$ cat config.mk
export PLATFORM = sky130hd
export DESIGN_NAME = regfile
export DESIGN_NICKNAME = d
export VERILOG_FILES = /design/src/rtl/regfile_pkg.sv /design/src/rtl/regfile_read_port.sv /design/src/rtl/regfile.sv
export SDC_FILE = /design/constraint.sdc
export NUM_CORES = 2
export LEC_CHECK = 0
export CAP_MARGIN = 20
export CORE_MARGIN = 2
export CORE_UTILIZATION = 60
export CTS_CLUSTER_DIAMETER = 120
export CTS_CLUSTER_SIZE = 25
export DETAILED_ROUTE_END_ITERATION = 8
export PLACE_DENSITY = 0.77
export RECOVER_POWER = 100
export SYNTH_ARGS = -nofsm -noshare
export SYNTH_HDL_FRONTEND = slang
export SYNTH_SLANG_ARGS = --single-unit
$ cat constraint.sdc
create_clock -name clk -period 91.3 [get_ports clk]
set_input_delay 18.26 -clock clk [delete_from_list [all_inputs] [get_ports clk]]
set_output_delay 18.26 -clock clk [all_outputs]
set_load 0.05 [all_outputs]
$ cat src/rtl/regfile_pkg.sv
`default_nettype none
// ============================================================================
// Module      : regfile_pkg
// Description : Shared constants, types and helpers for the architectural
//               register file with rename-tag tracking.
// Revision    : 1.0 - initial release
// ============================================================================
package regfile_pkg;

    // Architectural register index width and register count
    localparam int REG_IDX_W = 5;
    localparam int NUM_REGS  = 32;

    // Default widths shared with the ROB / RS / LSB
    localparam int ROB_IDX_W_DEFAULT = 4;
    localparam int XLEN_DEFAULT      = 32;

    typedef logic [REG_IDX_W-1:0] reg_idx_t;

    // x0 is hardwired; only nonzero indices name real storage
    function automatic logic is_arch_reg(input reg_idx_t idx);
        return (idx != '0);
    endfunction

endpackage : regfile_pkg
`default_nettype wire

$ cat src/rtl/regfile_read_port.sv
`default_nettype none
// ============================================================================
// Module      : regfile_read_port
// Description : Combinational operand lookup with same-cycle commit bypass.
//               Returns busy/tag/value for one source index.
// Revision    : 1.0 - initial release
// ============================================================================
module regfile_read_port
    import regfile_pkg::*;
#(
    parameter int ROB_IDX_W = ROB_IDX_W_DEFAULT,
    parameter int XLEN      = XLEN_DEFAULT
) (
    input  logic [REG_IDX_W-1:0] i_rs_index,
    input  logic [NUM_REGS-1:0]  i_busy_vec,
    input  logic [ROB_IDX_W-1:0] i_tag_arr   [NUM_REGS],
    input  logic [XLEN-1:0]      i_value_arr [NUM_REGS],
    input  logic                 i_commit_en,
    input  logic [REG_IDX_W-1:0] i_commit_rd,
    input  logic [ROB_IDX_W-1:0] i_commit_tag,
    input  logic [XLEN-1:0]      i_commit_value,
    output logic                 o_rs_busy,
    output logic [ROB_IDX_W-1:0] o_rs_tag,
    output logic [XLEN-1:0]      o_rs_value
);

    logic w_hit;

    // Lookup stored state; a retiring producer of this operand is forwarded
    always_comb begin
        w_hit = i_commit_en
             && is_arch_reg(i_rs_index)
             && (i_commit_rd == i_rs_index)
             && i_busy_vec[i_rs_index]
             && (i_tag_arr[i_rs_index] == i_commit_tag);

        o_rs_busy  = 1'b0;
        o_rs_tag   = '0;
        o_rs_value = '0;
        if (is_arch_reg(i_rs_index)) begin
            o_rs_tag = i_tag_arr[i_rs_index];
            if (w_hit) begin
                o_rs_busy  = 1'b0;
                o_rs_value = i_commit_value;
            end else begin
                o_rs_busy  = i_busy_vec[i_rs_index];
                o_rs_value = i_value_arr[i_rs_index];
            end
        end
    end

endmodule : regfile_read_port
`default_nettype wire

$ cat src/rtl/regfile.sv
`default_nettype none
// ============================================================================
// Module      : regfile
// Description : Architectural register file with per-register busy + ROB tag
//               rename state. Renamed at issue, retired by the ROB commit
//               port, renames discarded on mispredict flush.
// Revision    : 1.0 - initial release
// ============================================================================
module regfile
    import regfile_pkg::*;
#(
    parameter int ROB_IDX_W = ROB_IDX_W_DEFAULT,
    parameter int XLEN      = XLEN_DEFAULT
) (
    input  logic                 clk,
    input  logic                 rst,
    input  logic                 rdy,
    input  logic                 issue_en,
    input  logic [REG_IDX_W-1:0] issue_rd,
    input  logic [ROB_IDX_W-1:0] issue_tag,
    input  logic [REG_IDX_W-1:0] rs1_index,
    input  logic [REG_IDX_W-1:0] rs2_index,
    output logic                 rs1_busy,
    output logic                 rs2_busy,
    output logic [ROB_IDX_W-1:0] rs1_tag,
    output logic [ROB_IDX_W-1:0] rs2_tag,
    output logic [XLEN-1:0]      rs1_value,
    output logic [XLEN-1:0]      rs2_value,
    input  logic                 commit_en,
    input  logic [REG_IDX_W-1:0] commit_rd,
    input  logic [ROB_IDX_W-1:0] commit_tag,
    input  logic [XLEN-1:0]      commit_value,
    input  logic                 flush
);

    logic [XLEN-1:0]      r_value [NUM_REGS];
    logic [ROB_IDX_W-1:0] r_tag   [NUM_REGS];
    logic [NUM_REGS-1:0]  r_busy;

    // Register state update; issue is applied last so it wins on busy/tag.
    // Entry 0 is only ever touched by reset, so it stays all-zero.
    always_ff @(posedge clk or posedge rst) begin
        if (rst) begin
            for (int i = 0; i < NUM_REGS; i++) begin
                r_value[i] <= '0;
                r_tag[i]   <= '0;
            end
            r_busy <= '0;
        end else if (rdy) begin
            for (int i = 1; i < NUM_REGS; i++) begin
                if (commit_en && (commit_rd == REG_IDX_W'(i))) begin
                    r_value[i] <= commit_value;
                    if (r_busy[i] && (r_tag[i] == commit_tag)) begin
                        r_busy[i] <= 1'b0;
                    end
                end
                if (flush) begin
                    r_busy[i] <= 1'b0;
                end
                if (issue_en && !flush && (issue_rd == REG_IDX_W'(i))) begin
                    r_busy[i] <= 1'b1;
                    r_tag[i]  <= issue_tag;
                end
            end
        end
    end

    regfile_read_port #(
        .ROB_IDX_W (ROB_IDX_W),
        .XLEN      (XLEN)
    ) u_rs1_port (
        .i_rs_index     (rs1_index),
        .i_busy_vec     (r_busy),
        .i_tag_arr      (r_tag),
        .i_value_arr    (r_value),
        .i_commit_en    (commit_en),
        .i_commit_rd    (commit_rd),
        .i_commit_tag   (commit_tag),
        .i_commit_value (commit_value),
        .o_rs_busy      (rs1_busy),
        .o_rs_tag       (rs1_tag),
        .o_rs_value     (rs1_value)
    );

    regfile_read_port #(
        .ROB_IDX_W (ROB_IDX_W),
        .XLEN      (XLEN)
    ) u_rs2_port (
        .i_rs_index     (rs2_index),
        .i_busy_vec     (r_busy),
        .i_tag_arr      (r_tag),
        .i_value_arr    (r_value),
        .i_commit_en    (commit_en),
        .i_commit_rd    (commit_rd),
        .i_commit_tag   (commit_tag),
        .i_commit_value (commit_value),
        .o_rs_busy      (rs2_busy),
        .o_rs_tag       (rs2_tag),
        .o_rs_value     (rs2_value)
    );

endmodule : regfile
`default_nettype wire

layer_met1.png
Scale bar: 100 µm. Cells faint in the background.
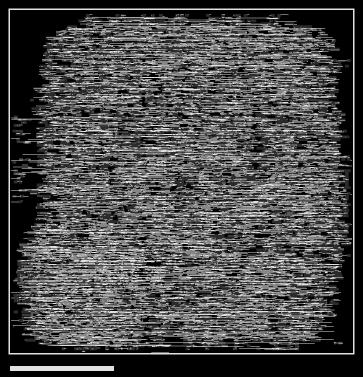
- nets with wire on the layer: 3884
- share of all routed wire: 39%
- wire length on this layer: 69.9 mm
- main direction: horizontal
- longest straight run: 129 µm

layer_met2.png
Cells faint in the background.
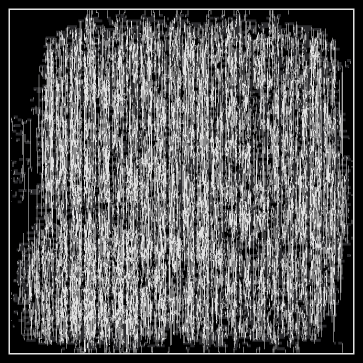
- main direction: vertical
- wire length on this layer: 85.9 mm
- longest straight run: 120 µm
- nets with wire on the layer: 3826

layer_met3.png
Scale bar: 100 µm. Cells faint in the background.
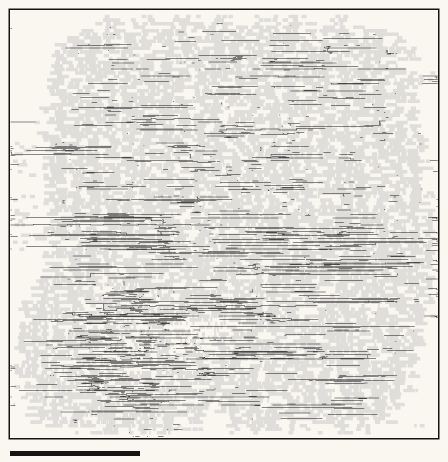
- longest straight run: 173 µm
- wire length on this layer: 16900 µm
- nets with wire on the layer: 441
- share of all routed wire: 9.4%
- main direction: horizontal

flops_by_reg.png
Other cells in grey.
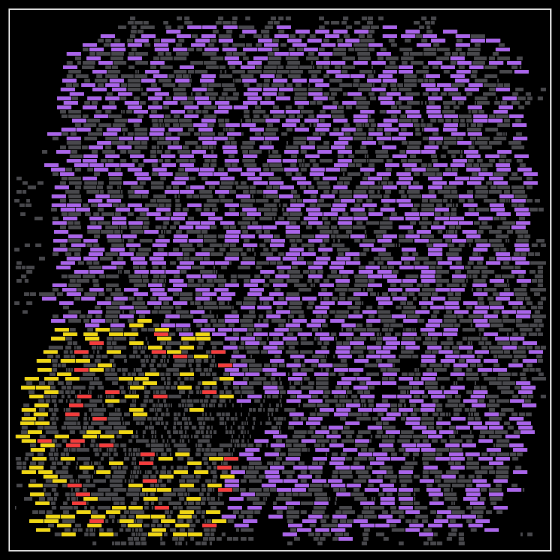
- red: `r_busy` (flops 31; where bottom left)
- yellow: `r_tag` (flops 124; where bottom left)
- purple: `r_value` (flops 992; where all over the die)

placement.png
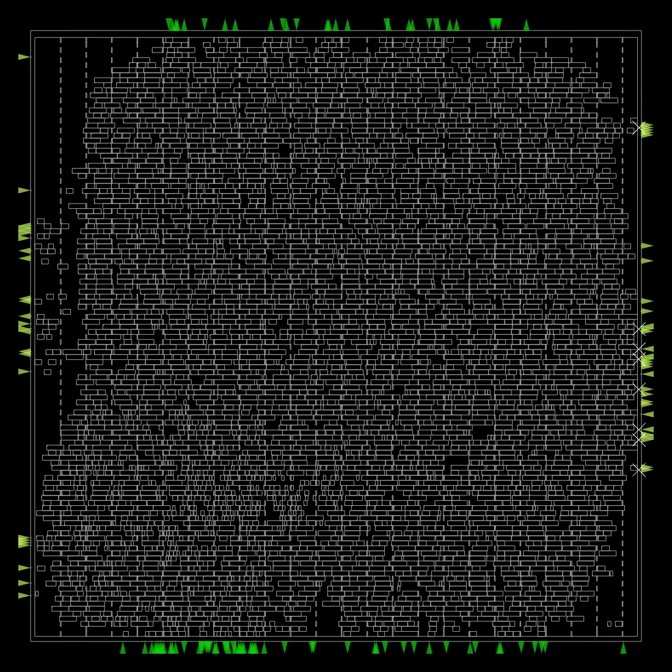
Seq area share: 42.6%
Non-Filler Instances: 5464
filler instances: 7757
# Taps: 1391
FP Rows: 119

==> flow_metrics.env <==
# flow metrics
export IMPL_combAreaFraction_pct=49.4
export IMPL_first_global_vias=40400
export IMPL_ys_flops=1147
export IMPL_flops=1147
export IMPL_synth_main_ff_cell="dfrtp_1"
export IMPL_required_ns=73.04
export IMPL_buf_share_pct=3.32
export IMPL_gp_congestion=0.873
export IMPL_worstMarginPinSlew_ns=8.90
export IMPL_critical_path_max_stage_delay_ns=6.56
export IMPL_h_tree_depth=2
export IMPL_top_cell_area_share_pct=45.0
export IMPL_largest_area_cell="dfrtp_1"
export IMPL_slew_violations=2584
export IMPL_final_nets=4132
export IMPL_syn_area_um2=63800
export IMPL_fp_nets=4265
export IMPL_clkLatencyLatePin_ns=0.70
export IMPL_p_seq_w=0.000619
export IMPL_violations="design-rule violations, max-capacitance violations, max-slew violations"
export IMPL_swShare_pct=28.5
export IMPL_place_hpwl_um=101000
export IMPL_pwr_share_clk_pct=23.0
export IMPL_tool_warnings=33
export IMPL_largest_register_ffs=992
export IMPL_busiest_layer="met2"
export IMPL_seq_area_um2=28700
export IMPL_pg_clk_w=0.000264
export IMPL_fin_util_pct=63.9
export IMPL_synth_edff_count=0
export IMPL_rrSetupSlack_ns=89.77
export IMPL_wl_met3_um=16900
export IMPL_synth_compound_area_share_pct=1.69
export IMPL_critical_path_endpoint="rs1_value[16]"
export IMPL_dominant_cells="combinational gates"
export IMPL_synthAdderAreaFrac_pct=0
export IMPL_routed_wl_met2_um=85900
export IMPL_pg_comb_w=0.000265
export IMPL_cap_violations=65
export IMPL_power_top_group="sequential cells"
export IMPL_top_register="r_value"
export IMPL_die_height_um=330
export IMPL_floorplan_core_util_pct=60.5
export IMPL_first_pass_iters=7
export IMPL_io_buffers=139
export IMPL_cts_setup_buffers=0
export IMPL_io_pins=140
export IMPL_use_met1_pct=46.2
export IMPL_synthMuxAreaShare_pct=45.9
export IMPL_clkCellAreaFrac_pct=1.94
export IMPL_status="finished, violations left"
export IMPL_dpl_cell_area_um2=66100
export IMPL_signal_buffers=244
export IMPL_synthCells=4199
export IMPL_drc=16
export IMPL_drt_vias_per_instance=7.24
export IMPL_ctsHoldBuffers=0
export IMPL_met1_length_um=69900
export IMPL_clock_skew_ns=0.0138
export IMPL_start_kind="primary input"
export IMPL_internal_power_w=0.000821
export IMPL_avgSynthCellArea_um2=15.2
export IMPL_ys_warn_count=37
export IMPL_slowest_stage="clkbuf_1"
export IMPL_power_density_nw_per_um2=17.0
export IMPL_diodes=5
export IMPL_overflow=0
export IMPL_rsz0062_at_grt="no"
export IMPL_crit_path_start="rs1_index[0]"
export IMPL_r2r_cells=4
export IMPL_path_depth=11
export IMPL_endpoint_kind="output pin"
export IMPL_r2r_end="r_busy[27]"
export IMPL_ys_cells=4199
export IMPL_top_cells_by_area="dfrtp_1, mux4_2, mux2_2"
export IMPL_wire_per_inst_um=33.1
export IMPL_num_clock_buffers=51
export IMPL_nNonClkInverters=11
export IMPL_worstSetupPathType="in -> out"
export IMPL_critical_path_arrival_ns=36.59
export IMPL_grtUsageTotal_pct=33.8
export IMPL_critPathBufInv=5
export IMPL_period_minus_slack_ns=54.85
## placed cells by master, fill, tap and decap left out, drive strengths merged, types with 38 or more instances in the layout
cell / synthesis / layout
nand2: 116 / 116
xor2: 89 / 89
o21ai: 38 / 38
dlygate4sd3: 0 / 72
clkdlybuf4s50: 0 / 55
dfrtp: 1147 / 1147
mux2i: 49 / 49
clkbuf: 299 / 105
mux4: 645 / 645
nor2: 148 / 148
mux2: 1257 / 1257
buf: 131 / 63
xnor2: 48 / 48
## through the flow
stage          hold slack, ns  power [W]  setup slack [ns]  instances
6_report                0.532    0.00115             36.45       5464
4_1_cts                 0.532    0.00115             49.54       5444
3_3_place_gp            0.500   0.000880             49.64       5386
5_1_grt                 0.545    0.00119             34.03       5461
3_5_place_dp            0.510   0.000891             49.56       5389
2_1_floorplan           0.478   0.000821             40.74       4199
Power figures rest on the tool's default switching activity, not on a simulated workload.
